`config.mk`:
```
export PLATFORM = sky130hd
export DESIGN_NAME = pipe_arbiter
export DESIGN_NICKNAME = d
export VERILOG_FILES = /design/src/rtl/pipe_arbiter.sv
export SDC_FILE = /design/constraint.sdc
export NUM_CORES = 1
export LEC_CHECK = 0
export CORE_MARGIN = 2
export CORE_UTILIZATION = 35
export DETAILED_ROUTE_END_ITERATION = 12
export PLACE_DENSITY_LB_ADDON = 0.3
export SETUP_SLACK_MARGIN = 0.5
export SYNTH_ARGS = -nofsm -noshare
export SYNTH_HDL_FRONTEND = slang
export SYNTH_SLANG_ARGS = --single-unit
```
`constraint.sdc`:
```
create_clock -name clk -period 2.7 [get_ports clk]
set_clock_uncertainty 0.2 [all_clocks]
set_input_delay 0.54 -clock clk [delete_from_list [all_inputs] [get_ports clk]]
set_output_delay 0.54 -clock clk [all_outputs]
set_load 0.01 [all_outputs]
```
`src/rtl/pipe_arbiter.sv`:
```
`default_nettype none
// ============================================================================
//  Module   : pipe_arbiter
//  Purpose  : Round-robin arbiter sharing one fixed-latency pipeline between
//             two requesters, with a tagged in-order response FIFO and
//             credit-based issue throttling so results can never be dropped.
//  Revision : 1.0  initial release
// ============================================================================
module pipe_arbiter #(
  parameter int W     = 32,
  parameter int LAT   = 2,
  parameter int DEPTH = 4
) (
  input  logic         clk,
  input  logic         rst_n,
  input  logic         req0_valid,
  output logic         req0_ready,
  input  logic [W-1:0] req0_a1,
  input  logic [W-1:0] req0_a2,
  input  logic [W-1:0] req0_b1,
  input  logic [W-1:0] req0_b2,
  input  logic         req1_valid,
  output logic         req1_ready,
  input  logic [W-1:0] req1_a1,
  input  logic [W-1:0] req1_a2,
  input  logic [W-1:0] req1_b1,
  input  logic [W-1:0] req1_b2,
  output logic         pipe_issue,
  output logic [W-1:0] pipe_a1,
  output logic [W-1:0] pipe_a2,
  output logic [W-1:0] pipe_b1,
  output logic [W-1:0] pipe_b2,
  input  logic [W-1:0] pipe_c,
  output logic         rsp_valid,
  input  logic         rsp_ready,
  output logic         rsp_id,
  output logic [W-1:0] rsp_c
);

  localparam int AW = (DEPTH > 1) ? $clog2(DEPTH) : 1;
  // Wide enough to hold fifo occupancy plus in-flight issues without wrapping.
  localparam int CW = $clog2(DEPTH + LAT + 1) + 1;
  localparam logic [AW-1:0] C_PTR_LAST = AW'(DEPTH - 1);
  localparam logic [CW-1:0] C_DEPTH    = CW'(DEPTH);

  logic          r_tag_valid [LAT];
  logic          r_tag_id    [LAT];
  logic [CW-1:0] w_inflight;
  logic [CW-1:0] r_count;
  logic          r_last_grant;
  logic [AW-1:0] r_wr_ptr;
  logic [AW-1:0] r_rd_ptr;
  logic [W-1:0]  r_mem_c  [DEPTH];
  logic          r_mem_id [DEPTH];
  logic [W-1:0]  r_pipe_a1;
  logic [W-1:0]  r_pipe_a2;
  logic [W-1:0]  r_pipe_b1;
  logic [W-1:0]  r_pipe_b2;
  logic          w_allowed;
  logic          w_grant;
  logic          w_grant_id;
  logic          w_wr;
  logic          w_rd;

  // Count issues still travelling through the pipeline (tags not yet retired).
  always_comb begin
    w_inflight = '0;
    for (int i = 0; i < LAT; i++) begin
      w_inflight = w_inflight + CW'(r_tag_valid[i]);
    end
  end

  // Credit check ignores a same-cycle FIFO pop so rsp_ready never reaches
  // the request handshake combinationally. Reset forces everything idle.
  always_comb begin
    w_allowed  = rst_n && ((r_count + w_inflight) < C_DEPTH);
    w_grant    = w_allowed && (req0_valid || req1_valid);
    w_grant_id = (req0_valid && req1_valid) ? ~r_last_grant : req1_valid;
  end

  assign req0_ready = w_grant && !w_grant_id;
  assign req1_ready = w_grant &&  w_grant_id;
  assign pipe_issue = w_grant;

  // Operands pass straight through on a grant; otherwise the last issue holds.
  always_comb begin
    pipe_a1 = r_pipe_a1;
    pipe_a2 = r_pipe_a2;
    pipe_b1 = r_pipe_b1;
    pipe_b2 = r_pipe_b2;
    if (w_grant) begin
      pipe_a1 = w_grant_id ? req1_a1 : req0_a1;
      pipe_a2 = w_grant_id ? req1_a2 : req0_a2;
      pipe_b1 = w_grant_id ? req1_b1 : req0_b1;
      pipe_b2 = w_grant_id ? req1_b2 : req0_b2;
    end
  end

  // Remember the last issued operands and the last granted requester.
  always_ff @(posedge clk or negedge rst_n) begin
    if (!rst_n) begin
      r_pipe_a1    <= '0;
      r_pipe_a2    <= '0;
      r_pipe_b1    <= '0;
      r_pipe_b2    <= '0;
      r_last_grant <= 1'b1;
    end else if (w_grant) begin
      r_pipe_a1    <= pipe_a1;
      r_pipe_a2    <= pipe_a2;
      r_pipe_b1    <= pipe_b1;
      r_pipe_b2    <= pipe_b2;
      r_last_grant <= w_grant_id;
    end
  end

  // First tag stage records each issue and which requester made it.
  always_ff @(posedge clk or negedge rst_n) begin
    if (!rst_n) begin
      r_tag_valid[0] <= 1'b0;
      r_tag_id[0]    <= 1'b0;
    end else begin
      r_tag_valid[0] <= w_grant;
      r_tag_id[0]    <= w_grant_id;
    end
  end

  generate
    for (genvar k = 1; k < LAT; k++) begin : g_tag
      // Tags advance one stage per cycle in lockstep with the pipeline.
      always_ff @(posedge clk or negedge rst_n) begin
        if (!rst_n) begin
          r_tag_valid[k] <= 1'b0;
          r_tag_id[k]    <= 1'b0;
        end else begin
          r_tag_valid[k] <= r_tag_valid[k-1];
          r_tag_id[k]    <= r_tag_id[k-1];
        end
      end
    end
  endgenerate

  // The oldest tag coincides with pipe_c being valid for that issue.
  assign w_wr = r_tag_valid[LAT-1];
  assign w_rd = rsp_valid && rsp_ready;

  // FIFO storage; contents need no reset because the head is gated by count.
  always_ff @(posedge clk) begin
    if (w_wr) begin
      r_mem_c[r_wr_ptr]  <= pipe_c;
      r_mem_id[r_wr_ptr] <= r_tag_id[LAT-1];
    end
  end

  // FIFO pointers and occupancy; simultaneous push and pop leave count alone.
  always_ff @(posedge clk or negedge rst_n) begin
    if (!rst_n) begin
      r_wr_ptr <= '0;
      r_rd_ptr <= '0;
      r_count  <= '0;
    end else begin
      if (w_wr) begin
        r_wr_ptr <= (r_wr_ptr == C_PTR_LAST) ? '0 : r_wr_ptr + AW'(1);
      end
      if (w_rd) begin
        r_rd_ptr <= (r_rd_ptr == C_PTR_LAST) ? '0 : r_rd_ptr + AW'(1);
      end
      r_count <= r_count + CW'(w_wr) - CW'(w_rd);
    end
  end

  assign rsp_valid = (r_count != '0);
  assign rsp_c     = rsp_valid ? r_mem_c[r_rd_ptr]  : '0;
  assign rsp_id    = rsp_valid ? r_mem_id[r_rd_ptr] : 1'b0;

  // Credit accounting must make a push into a full FIFO impossible.
  a_no_overflow : assert property (@(posedge clk) disable iff (!rst_n)
    !(w_wr && (r_count == C_DEPTH)));

endmodule
`default_nettype wire

```
Run 1, metal layers overlaid:
Scale: 1.5 px per um.
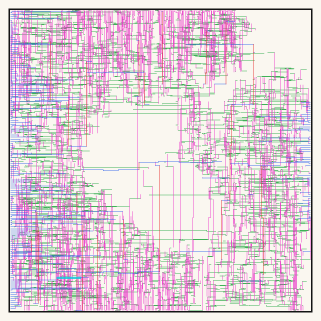
layer	color	wire length
M5	cyan	14.7 um
M4	red	861 um
M1	green	15500 um
M2	magenta	20.8 mm
M3	blue	2890 um
wire length reported by the detailed router: 40.04 mm
total via count in the routed design: 9379
routed length per instance: 20.36 um
GRT Resource Usage Total: 18.15%

Run 1, ports around the boundary:
Scale: 2 px per um. Pins as bars across the die edge, other pins in gray.
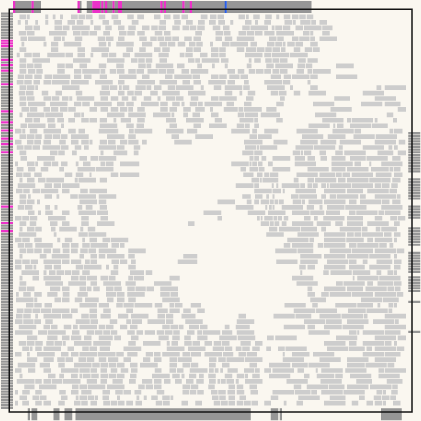
port	color	pins	direction	edge
req0_valid	blue	1	input	top
req0_a2	magenta	32	input	16 top, 16 left
all pins by edge	146 left, 139 top, 122 bottom, 51 right
chip width: 200.7 um
vertical die dimension: 200.7 um
Port Buffers: 457

==> impl_metrics.xml, run 1 <==
<?xml version="1.0" encoding="UTF-8"?>
<metrics>
  <group name="clocking">
    <metric name="cts-root-buf" unit="">sky130_fd_sc_hd__clkbuf_16</metric>
    <metric name="clk_path_buf_depth" unit="">3</metric>
  </group>
  <group name="placement">
    <metric name="placed_cell_area" unit="mm2">0.01919</metric>
    <metric name="dpl_worst_slack" unit="ns">-0.8697</metric>
    <metric name="placedCellCount" unit="">1819</metric>
  </group>
  <group name="status">
    <metric name="failed_checks" unit="">setup timing</metric>
    <metric name="run_status" unit="">finished, violations left</metric>
  </group>
  <group name="logic_synthesis">
    <metric name="synthAoiAreaFrac" unit="%">0.4436</metric>
    <metric name="synth_area" unit="mm2">0.01354</metric>
    <metric name="post_synth.cell_area_avg" unit="um2">16.37</metric>
    <metric name="proportion_of_netlist_area_held_by_the_largest_area_contributor" unit="%">29.28</metric>
    <metric name="yosys_register_bits" unit="">273</metric>
    <metric name="synth_async_sr_flop_share" unit="%">51.65</metric>
    <metric name="synth_xor_xnor_area_share" unit="%">0.2588</metric>
    <metric name="synth_top_cell_by_area" unit="">sky130_fd_sc_hd__edfxtp_1</metric>
    <metric name="synth.cellmix.simpleShare" unit="%">2.033</metric>
    <metric name="topCellsByArea" unit="">sky130_fd_sc_hd__edfxtp_1 (29%), sky130_fd_sc_hd__dfrtp_1 (26%), sky130_fd_sc_hd__mux2_1 (16%)</metric>
  </group>
  <group name="pwr">
    <metric name="combinationalPowerShare" unit="%">53.2</metric>
    <metric name="power.total" unit="mW">21.68</metric>
  </group>
  <group name="floorplanning">
    <metric name="well_tap_count" unit="">518</metric>
    <metric name="chip_area" unit="mm2">0.04027</metric>
  </group>
  <group name="layout">
    <metric name="buffers_excl_clock" unit="">620</metric>
    <metric name="final-instance-count-excl-fill" unit="">1967</metric>
    <metric name="largest_reg_flops" unit="">128</metric>
    <metric name="max_flop_register" unit="">r_mem_c</metric>
    <metric name="top_cells_excl_fill_tap" unit="">sky130_fd_sc_hd__mux2_2 (309), sky130_fd_sc_hd__clkdlybuf4s50_1 (291), sky130_fd_sc_hd__dfrtp_1 (139)</metric>
  </group>
  <group name="critical_path">
    <metric name="critical_path.slowest_cell" unit="">sky130_fd_sc_hd__dfrtp_1</metric>
    <metric name="timing.critical_path.buf_inv" unit="">4</metric>
    <metric name="setup.worst_path.end" unit="">pipe_a1[16]</metric>
    <metric name="worst_r2r_path_depth" unit="">12</metric>
  </group>
  <group name="worst_hold_path">
    <metric name="holdCritStartpoint" unit="">r_tag_id[1]</metric>
  </group>
  <group name="final_timing">
    <metric name="setup_slack_after_layout" unit="ns">-0.8828</metric>
    <metric name="fmax" unit="MHz">279.1</metric>
    <metric name="final-hold-violation-count" unit="">0</metric>
    <metric name="number_of_failing_setup_endpoints_in_the_final_timing_report" unit="">165</metric>
    <metric name="least_margin_pin_slew" unit="ns">0.9674</metric>
    <metric name="setup_repair_after_global_routing_missed_its_margin" unit="">true</metric>
  </group>
  <group name="grt">
    <metric name="grt_first_pass_wirelength" unit="mm">56.66</metric>
    <metric name="first_global_vias" unit="">9727</metric>
    <metric name="grt.busiest_layer" unit="">met2</metric>
  </group>
  <group name="run">
    <metric name="log.warning_count" unit="">33</metric>
  </group>
</metrics>
Run 1, cell area per tile:
Scale: 2 px per um. The die is cut into 20 by 20 equal tiles; black is low, pale yellow is high, 0 to 100% covered.
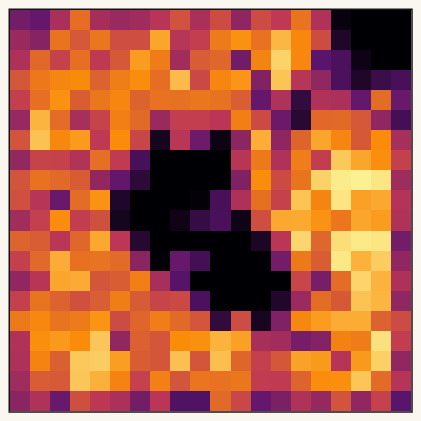
densest ninth of the die	right middle
emptiest ninth of the die	middle
fullest tile	97%
tiles over 75% full	19%
Starting Density: 35.28%
share of the core filled with cells in the final layout: 55.56%

Run 1, clock nets:
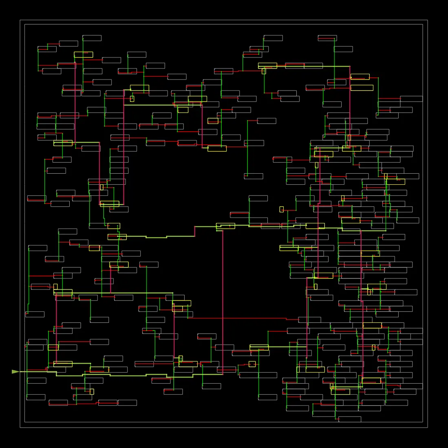
number of sequential cells in the layout: 273
number of clock buffers inserted by TritonCTS: 30
number of clock sinks: 273
Clk power: 3.94 mW
clock buffer count in the final layout: 39

==> run 2: changes to the inputs <==
--- a/config.mk
+++ b/config.mk
@@ -5,6 +5,7 @@
 export SDC_FILE = /design/constraint.sdc
 export NUM_CORES = 1
 export LEC_CHECK = 0
+export ABC_AREA = 1
 export CORE_MARGIN = 2
 export CORE_UTILIZATION = 35
 export DETAILED_ROUTE_END_ITERATION = 12
==> run 2 against run 1 <==
Compared with the run above: the flow still finishes with violations (setup timing); global-route usage grew 4.4 points; sequential power decreased by 4.5%; largest cell class is now non-clock buffers; clock-buffer cell count is 1 lower; synthesized cell count up 110%; sequential share of layout area decreased by 7.5 points; wire length up 51%; via count grew 63%; highest routed layer is now met4.
==> impl_metrics.xml, run 2 <==
<?xml version="1.0" encoding="UTF-8"?>
<metrics>
  <group name="status">
    <metric name="run_status" unit="">finished, violations left</metric>
    <metric name="failed_checks" unit="">setup timing</metric>
  </group>
  <group name="logic_synthesis">
    <metric name="synth_async_sr_flop_share" unit="%">51.65</metric>
    <metric name="synth_area" unit="mm2">0.01559</metric>
    <metric name="proportion_of_netlist_area_held_by_the_largest_area_contributor" unit="%">25.42</metric>
    <metric name="synth_top_cell_by_area" unit="">sky130_fd_sc_hd__edfxtp_1</metric>
    <metric name="synth_xor_xnor_area_share" unit="%">0.1123</metric>
    <metric name="synth.cellmix.simpleShare" unit="%">24.90</metric>
    <metric name="topCellsByArea" unit="">sky130_fd_sc_hd__edfxtp_1 (25%), sky130_fd_sc_hd__dfrtp_1 (22%), sky130_fd_sc_hd__nand2_1 (16%)</metric>
  </group>
  <group name="layout">
    <metric name="final-instance-count-excl-fill" unit="">3171</metric>
    <metric name="largest_reg_flops" unit="">128</metric>
    <metric name="top_cells_excl_fill_tap" unit="">sky130_fd_sc_hd__nand2_1 (518), sky130_fd_sc_hd__clkdlybuf4s50_1 (291), sky130_fd_sc_hd__buf_4 (239)</metric>
  </group>
  <group name="critical_path">
    <metric name="critical_path.slowest_cell" unit="">sky130_fd_sc_hd__dfrtp_1</metric>
    <metric name="setup.worst_path.end" unit="">pipe_b1[2]</metric>
    <metric name="timing.critical_path.buf_inv" unit="">5</metric>
  </group>
  <group name="floorplanning">
    <metric name="well_tap_count" unit="">592</metric>
    <metric name="chip_width" unit="um">215.1</metric>
    <metric name="chip_area" unit="mm2">0.04626</metric>
  </group>
  <group name="grt">
    <metric name="grt.busiest_layer" unit="">met2</metric>
    <metric name="grt_util_all_layers" unit="%">22.60</metric>
  </group>
  <group name="final_timing">
    <metric name="setup_repair_after_global_routing_missed_its_margin" unit="">true</metric>
    <metric name="number_of_failing_setup_endpoints_in_the_final_timing_report" unit="">173</metric>
    <metric name="setup_slack_after_layout" unit="ns">-0.7063</metric>
  </group>
  <group name="placement">
    <metric name="dpl_worst_slack" unit="ns">-0.8410</metric>
  </group>
  <group name="clocking">
    <metric name="cts_buffers" unit="">30</metric>
  </group>
</metrics>
Run 2, metal layers overlaid:
Scale: 1 px per um.
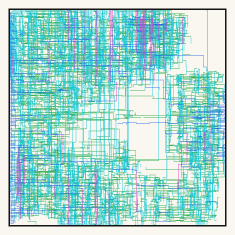
layer	color	wire length
M2	cyan	30.1 mm
M1	green	23.8 mm
M3	blue	3480 um
M4	magenta	2920 um
total via count in the routed design: 15.31k
routed length per instance: 19.02 um

==> run 3: changes to the inputs <==
--- a/config.mk
+++ b/config.mk
@@ -9,7 +9,9 @@
 export CORE_MARGIN = 2
 export CORE_UTILIZATION = 35
 export DETAILED_ROUTE_END_ITERATION = 12
+export MAX_ROUTING_LAYER = met4
 export PLACE_DENSITY_LB_ADDON = 0.3
+export RECOVER_POWER = 25
 export SETUP_SLACK_MARGIN = 0.5
 export SYNTH_ARGS = -nofsm -noshare
 export SYNTH_HDL_FRONTEND = slang
==> constraint.sdc (replaced) <==
create_clock -name clk -period 3.18 [get_ports clk]
set_clock_uncertainty 0.2 [all_clocks]
set_input_delay 0.636 -clock clk [delete_from_list [all_inputs] [get_ports clk]]
set_output_delay 0.636 -clock clk [all_outputs]
set_load 0.01 [all_outputs]
==> run 3 against run 2 <==
Compared with the run above: the flow finishes with violations (capacitance limit, slew limit, setup timing); global-route usage fell by 0.17 points; clock power fell by 12%; combinational power is 24% lower; synthesized cell count stayed put; final cell count shrank 1.2%; worst hold slack gained 0.017 ns; non-clock buffer count decreased by 50; via count is 1.8% lower; critical endpoint is now r_pipe_b2[2]; sequential cell count unchanged.
==> impl_metrics.xml, run 3 <==
<?xml version="1.0" encoding="UTF-8"?>
<metrics>
  <group name="status">
    <metric name="run_status" unit="">finished, violations left</metric>
    <metric name="failed_checks" unit="">capacitance limit, slew limit, setup timing</metric>
  </group>
  <group name="floorplanning">
    <metric name="well_tap_count" unit="">592</metric>
  </group>
  <group name="grt">
    <metric name="first_global_vias" unit="">14200</metric>
    <metric name="grt_first_pass_wirelength" unit="mm">78.86</metric>
  </group>
  <group name="final_timing">
    <metric name="fmax" unit="MHz">280.6</metric>
    <metric name="timing_max_transition_violations_final" unit="">142</metric>
    <metric name="setup_slack_after_layout" unit="ns">-0.3832</metric>
    <metric name="number_of_failing_setup_endpoints_in_the_final_timing_report" unit="">134</metric>
  </group>
  <group name="logic_synthesis">
    <metric name="synth_area" unit="mm2">0.01559</metric>
    <metric name="synth_xor_xnor_area_share" unit="%">0.1123</metric>
    <metric name="post_synth.cell_area_avg" unit="um2">9.014</metric>
  </group>
  <group name="route">
    <metric name="detail_route.wl_per_cell" unit="um">18.20</metric>
    <metric name="detail_route.wirelength" unit="mm">57.03</metric>
  </group>
  <group name="layout">
    <metric name="clockBufferCount" unit="">31</metric>
    <metric name="largest_reg_flops" unit="">128</metric>
    <metric name="layout.sequential_cells" unit="">273</metric>
  </group>
  <group name="worst_hold_path">
    <metric name="holdCritStartpoint" unit="">r_tag_id[1]</metric>
  </group>
  <group name="run">
    <metric name="cap_violations" unit="">1</metric>
  </group>
  <group name="placement">
    <metric name="placedCellCount" unit="">2865</metric>
    <metric name="portBuffers" unit="">457</metric>
  </group>
  <group name="critical_path">
    <metric name="critical_path.slowest_cell" unit="">sky130_fd_sc_hd__dfrtp_1</metric>
    <metric name="worst_r2r_path_depth" unit="">23</metric>
  </group>
  <group name="clocking">
    <metric name="clk_path_buf_depth" unit="">3</metric>
    <metric name="clock_sinks" unit="">273</metric>
  </group>
</metrics>
Run 3, placement by cell class:
Scale: 1 px per um.
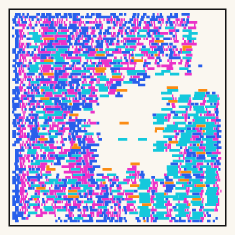
class	color	cells
clock drivers and dummy loads	orange	55
remaining buffers and delay cells	blue	862
registers	cyan	273
remaining logic cells	magenta	1335
std cell rows: 77
placeable core area: 0.04412 mm2

Power is estimated from default activity; no workload was simulated.
